## src/rtl/ysyx_25030093_lsu_axi_master.sv

```systemverilog
// rtl/ysyx_25030093_lsu_axi_master.sv - single-beat AXI4 load/store initiator for the LSU
// One core request becomes one AXI read or write; one response is returned per request.
module ysyx_25030093_lsu_axi_master #(
   parameter logic [3:0] AXI_ID = 4'd1
) (
   input  logic        clock,
   input  logic        reset,

   input  logic        req_valid,
   output logic        req_ready,
   input  logic        req_wen,
   input  logic [31:0] req_addr,
   input  logic [31:0] req_wdata,
   input  logic [1:0]  req_size,
   input  logic        req_signed,

   output logic        resp_valid,
   input  logic        resp_ready,
   output logic [31:0] resp_rdata,
   output logic        resp_err,

   output logic [31:0] axi_araddr,
   output logic        axi_arvalid,
   input  logic        axi_arready,
   output logic [3:0]  axi_arid,
   output logic [7:0]  axi_arlen,
   output logic [2:0]  axi_arsize,
   output logic [1:0]  axi_arburst,

   input  logic [31:0] axi_rdata,
   input  logic [1:0]  axi_rresp,
   input  logic        axi_rlast,
   input  logic [3:0]  axi_rid,
   input  logic        axi_rvalid,
   output logic        axi_rready,

   output logic [31:0] axi_awaddr,
   output logic        axi_awvalid,
   input  logic        axi_awready,
   output logic [3:0]  axi_awid,
   output logic [7:0]  axi_awlen,
   output logic [2:0]  axi_awsize,
   output logic [1:0]  axi_awburst,

   output logic [31:0] axi_wdata,
   output logic [3:0]  axi_wstrb,
   output logic        axi_wlast,
   output logic        axi_wvalid,
   input  logic        axi_wready,

   input  logic [1:0]  axi_bresp,
   input  logic [3:0]  axi_bid,
   input  logic        axi_bvalid,
   output logic        axi_bready
);

   typedef enum logic [2:0] {IDLE, RADDR, RDATA, WRITE, WRESP, RESP} state_t;

   state_t      state;
   logic [31:0] addr_q;
   logic [1:0]  size_q;
   logic        signed_q;

   logic        misaligned;
   logic [3:0]  strb_base;
   logic [3:0]  strb_next;
   logic [31:0] wdata_next;
   logic [31:0] lane;
   logic [31:0] load_ext;
   logic        aw_done;
   logic        w_done;

   assign axi_araddr  = addr_q;
   assign axi_arid    = AXI_ID;
   assign axi_arlen   = 8'd0;
   assign axi_arsize  = {1'b0, size_q};
   assign axi_arburst = 2'b01;
   assign axi_awaddr  = addr_q;
   assign axi_awid    = AXI_ID;
   assign axi_awlen   = 8'd0;
   assign axi_awsize  = {1'b0, size_q};
   assign axi_awburst = 2'b01;
   assign axi_wlast   = axi_wvalid;

   always_comb begin
      misaligned = (req_size == 2'd3)
                 | ((req_size == 2'd1) & req_addr[0])
                 | ((req_size == 2'd2) & (req_addr[1:0] != 2'b00));

      case (req_size)
         2'd0:    strb_base = 4'b0001;
         2'd1:    strb_base = 4'b0011;
         default: strb_base = 4'b1111;
      endcase
      strb_next  = strb_base << req_addr[1:0];
      wdata_next = req_wdata << {req_addr[1:0], 3'b000};

      // Load lane is shifted down to bit 0 before extension
      lane = axi_rdata >> {addr_q[1:0], 3'b000};
      case (size_q)
         2'd0:    load_ext = signed_q ? {{24{lane[7]}}, lane[7:0]}   : {24'b0, lane[7:0]};
         2'd1:    load_ext = signed_q ? {{16{lane[15]}}, lane[15:0]} : {16'b0, lane[15:0]};
         default: load_ext = lane;
      endcase

      // A channel counts as done once its valid has dropped or handshakes now
      aw_done = ~axi_awvalid | axi_awready;
      w_done  = ~axi_wvalid  | axi_wready;
   end

   always_ff @(posedge clock) begin
      if (reset) begin
         state       <= IDLE;
         req_ready   <= 1'b1;
         resp_valid  <= 1'b0;
         resp_rdata  <= 32'd0;
         resp_err    <= 1'b0;
         axi_arvalid <= 1'b0;
         axi_rready  <= 1'b0;
         axi_awvalid <= 1'b0;
         axi_wvalid  <= 1'b0;
         axi_wdata   <= 32'd0;
         axi_wstrb   <= 4'd0;
         axi_bready  <= 1'b0;
         addr_q      <= 32'd0;
         size_q      <= 2'd0;
         signed_q    <= 1'b0;
      end else begin
         case (state)
            IDLE: begin
               if (req_valid && req_ready) begin
                  addr_q    <= req_addr;
                  size_q    <= req_size;
                  signed_q  <= req_signed;
                  req_ready <= 1'b0;
                  if (misaligned) begin
                     resp_valid <= 1'b1;
                     resp_err   <= 1'b1;
                     resp_rdata <= 32'd0;
                     state      <= RESP;
                  end else if (req_wen) begin
                     axi_wdata   <= wdata_next;
                     axi_wstrb   <= strb_next;
                     axi_awvalid <= 1'b1;
                     axi_wvalid  <= 1'b1;
                     state       <= WRITE;
                  end else begin
                     axi_arvalid <= 1'b1;
                     state       <= RADDR;
                  end
               end
            end
            RADDR: begin
               if (axi_arready) begin
                  axi_arvalid <= 1'b0;
                  axi_rready  <= 1'b1;
                  state       <= RDATA;
               end
            end
            RDATA: begin
               if (axi_rvalid) begin
                  axi_rready <= 1'b0;
                  resp_rdata <= load_ext;
                  resp_err   <= (axi_rresp != 2'b00) | (axi_rid != AXI_ID) | ~axi_rlast;
                  resp_valid <= 1'b1;
                  state      <= RESP;
               end
            end
            WRITE: begin
               if (axi_awready) axi_awvalid <= 1'b0;
               if (axi_wready)  axi_wvalid  <= 1'b0;
               if (aw_done && w_done) begin
                  axi_bready <= 1'b1;
                  state      <= WRESP;
               end
            end
            WRESP: begin
               if (axi_bvalid) begin
                  axi_bready <= 1'b0;
                  resp_rdata <= 32'd0;
                  resp_err   <= (axi_bresp != 2'b00) | (axi_bid != AXI_ID);
                  resp_valid <= 1'b1;
                  state      <= RESP;
               end
            end
            RESP: begin
               if (resp_ready) begin
                  resp_valid <= 1'b0;
                  resp_err   <= 1'b0;
                  req_ready  <= 1'b1;
                  state      <= IDLE;
               end
            end
            default: state <= IDLE;
         endcase
      end
   end

endmodule

```

## config.mk

```make
export PLATFORM = sky130hd
export DESIGN_NAME = ysyx_25030093_lsu_axi_master
export DESIGN_NICKNAME = d
export VERILOG_FILES = /design/src/rtl/ysyx_25030093_lsu_axi_master.sv
export SDC_FILE = /design/constraint.sdc
export NUM_CORES = 1
export LEC_CHECK = 0
export CAP_MARGIN = 20
export CORE_MARGIN = 3
export CORE_UTILIZATION = 40
export DETAILED_ROUTE_END_ITERATION = 16
export HOLD_SLACK_MARGIN = 0.08
export PLACE_DENSITY_LB_ADDON = 0.25
export SYNTH_ARGS = -nofsm -noshare
export SYNTH_HDL_FRONTEND = slang
export SYNTH_SLANG_ARGS = --single-unit
```

## constraint.sdc

```tcl
create_clock -name clock -period 2.3 [get_ports clock]
set_input_delay 0.46 -clock clock [delete_from_list [all_inputs] [get_ports clock]]
set_output_delay 0.46 -clock clock [all_outputs]
set_load 0.01 [all_outputs]
```

==> CHANGELOG.md <==
## Flow update

- CTS Sinks: 114
- Core Region: 0.01393 mm2
- HPWL after detailed placement: 13.74 mm
- Crit end category: output port
- WL met3: 1.584 mm
- Logic area: 0.002824 mm2
- CTS tree: done
- Initial DRT Pass Iterations: 5
- Initial antenna violation count: 0
- Net Switching: 0.002515 W
- Synth logic family: AND-OR/OR-AND gates
- Slew margin rel.: 51.66%
- Nets: 1023
- Pre-Place Util: 41.09%
- Final antenna-violating net count: 0
- Port bufs: 266
- Final instance area: 0.008793 mm2
- Worst-Skew Late Latency: 0.42 ns
- Final period utilization: 94.18%
- CP Max Fanout: 15
- Synth Area in Compound Gates: 19.93%
- CP Launch Type: register
- Register area share after synthesis: 39.86%
- Instance tally after logic synthesis: 677
- Die Span Y: 125.6 um
- Min Tclk post-route: 2.166 ns
- Chip width: 125.6 um
- Cell with the most instances after synthesis: nand2_1
- Die ar.: 0.01579 mm2
- HP Start: axi_wstrb[1]
- First-pass GRT wire length: 29.36 mm
- # Cells Yosys: 677
- Vias in the first global route: 5765
- Critical-path cell list: clkdlybuf4s50_1
- Status: complete, no violations
- Clock power frac: 30.0%
- Synthesized area: 0.005725 mm2
- Top Layout Cells: 265 x clkdlybuf4s50_1, 121 x nand2_1, 114 x dfxtp_1
- Uppermost layer routed: met4
- Reg2Reg Launch Point: axi_araddr[1]
- PD cells: 870.2 mW/mm2
- Yosys top cell area share: 39.86%
- CP peak stage delay: 0.65 ns
- GRT Residual Overflow: 0
- CP max-delay cell: dfxtp_1
- CP arrival: 1.71 ns
- Comb pwr share: 36.8%
- Crit path buf inv count: 1
- Routed length on met2: 9.326 mm
- EDFF count, synth: 0
- RSZ-0062 raised after global routing: false
- Mean Syn Cell Area: 8.457 um2
## worst max-delay path by stage
stage                        startpoint        endpoint  slack (ns)  cells past startpoint
final                     axi_araddr[0]   axi_awaddr[0]        0.13                      1
after CTS                 axi_araddr[0]   axi_awaddr[0]        0.11                      1
after global placement      req_addr[0]   axi_wdata[18]        0.01                      5
after floorplan           axi_araddr[1]  resp_rdata[16]        0.49                      6
after global routing      axi_araddr[0]   axi_araddr[0]        0.02                      1
after detailed placement    req_size[0]    axi_wdata[8]       -0.06                      7
## state kept, by name (all words and copies together), names as in the netlist
name and flops:
size_q 2, axi_arvalid 1, axi_awvalid 1, axi_wlast 1, resp_err 1, resp_rdata 32
axi_araddr 32, state 3, axi_wdata 32, axi_wstrb 4, axi_bready 1, axi_rready 1
resp_valid 1, req_ready 1, signed_q 1
## metrics by stage
stage          hold slack (ns)  setup WS, ns  std cells  power, W  TNS (ns)
3_5_place_dp            0.4463      -0.06390       1062  0.005371   -0.4402
2_1_floorplan           0.4450        0.4861        705  0.004164         0
4_1_cts                 0.4339        0.1052       1092  0.007707         0
6_report                0.4492        0.1339       1092  0.007652         0
3_3_place_gp            0.4399       0.01481       1062  0.005316         0
5_1_grt                 0.4650       0.01838       1092  0.008058         0
## cell type report
cell class	instances	share of cell area, %
Clock buffer	25	5.521
Inverter	5	0.2134
Clock inverter	5	0.3415
Multi-Input combinational cell	471	32.11
Timing Repair Buffer	292	33.30
Tap cell	180	2.561
Sequential cell	114	25.95
## power by group through the flow
stage	clock, W	combinational [W]	sequential, W
finish	0.00230	0.00281	0.00254
global placement	0	0.00276	0.00256
floorplan	0	0.00159	0.00257
global route	0.00243	0.00304	0.00259
detailed placement	0	0.00280	0.00258
CTS	0.00235	0.00282	0.00254
Signal wires on met1:
Supply wires on this layer in grey.
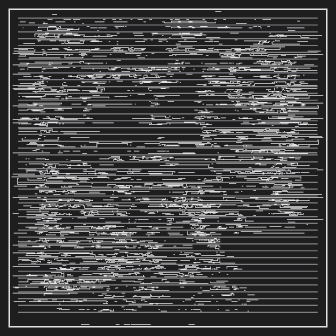
longest straight run = 32.2 um
wire length on this layer = 7260 um
nets with wire on the layer = 879
main direction = horizontal
detailed-route via count: 5689
met1 Use GR: 25.63%
total wire length: 18.67 mm

M2 wires:
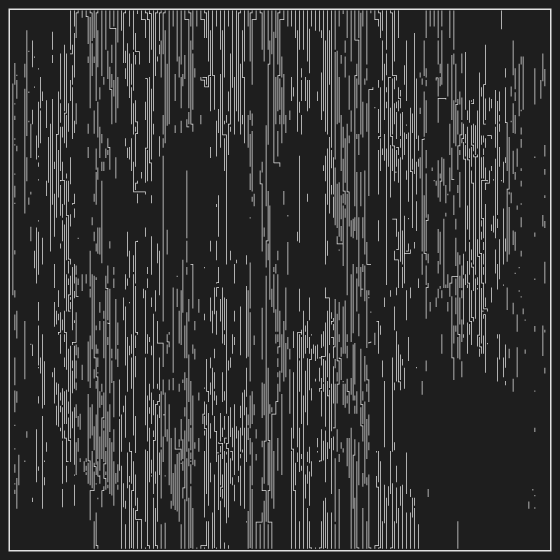
share of all routed wire = 50%
nets with wire on the layer = 901
wire length on this layer = 9330 um
GRT met2 Usage: 39.52%

Metal 3:
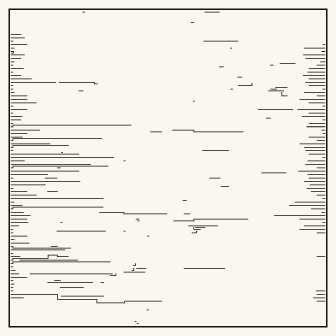
main direction = horizontal
wire length on this layer = 1580 um
share of all routed wire = 8.5%
met3 Usage GRT: 8.227%

The metal 4 layer:
The bar under the picture is 50 um long. Supply wires on this layer in grey. Cells faint in the background.
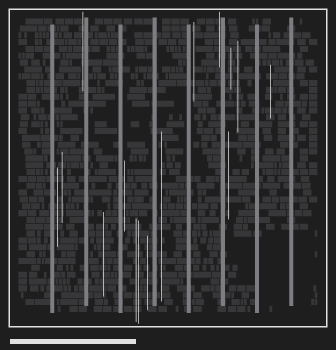
nets with wire on the layer = 13
longest straight run = 67.3 um
share of all routed wire = 2.6%
wire length on this layer = 491 um

No activity file was given, so power comes from the tool's default toggle rates.
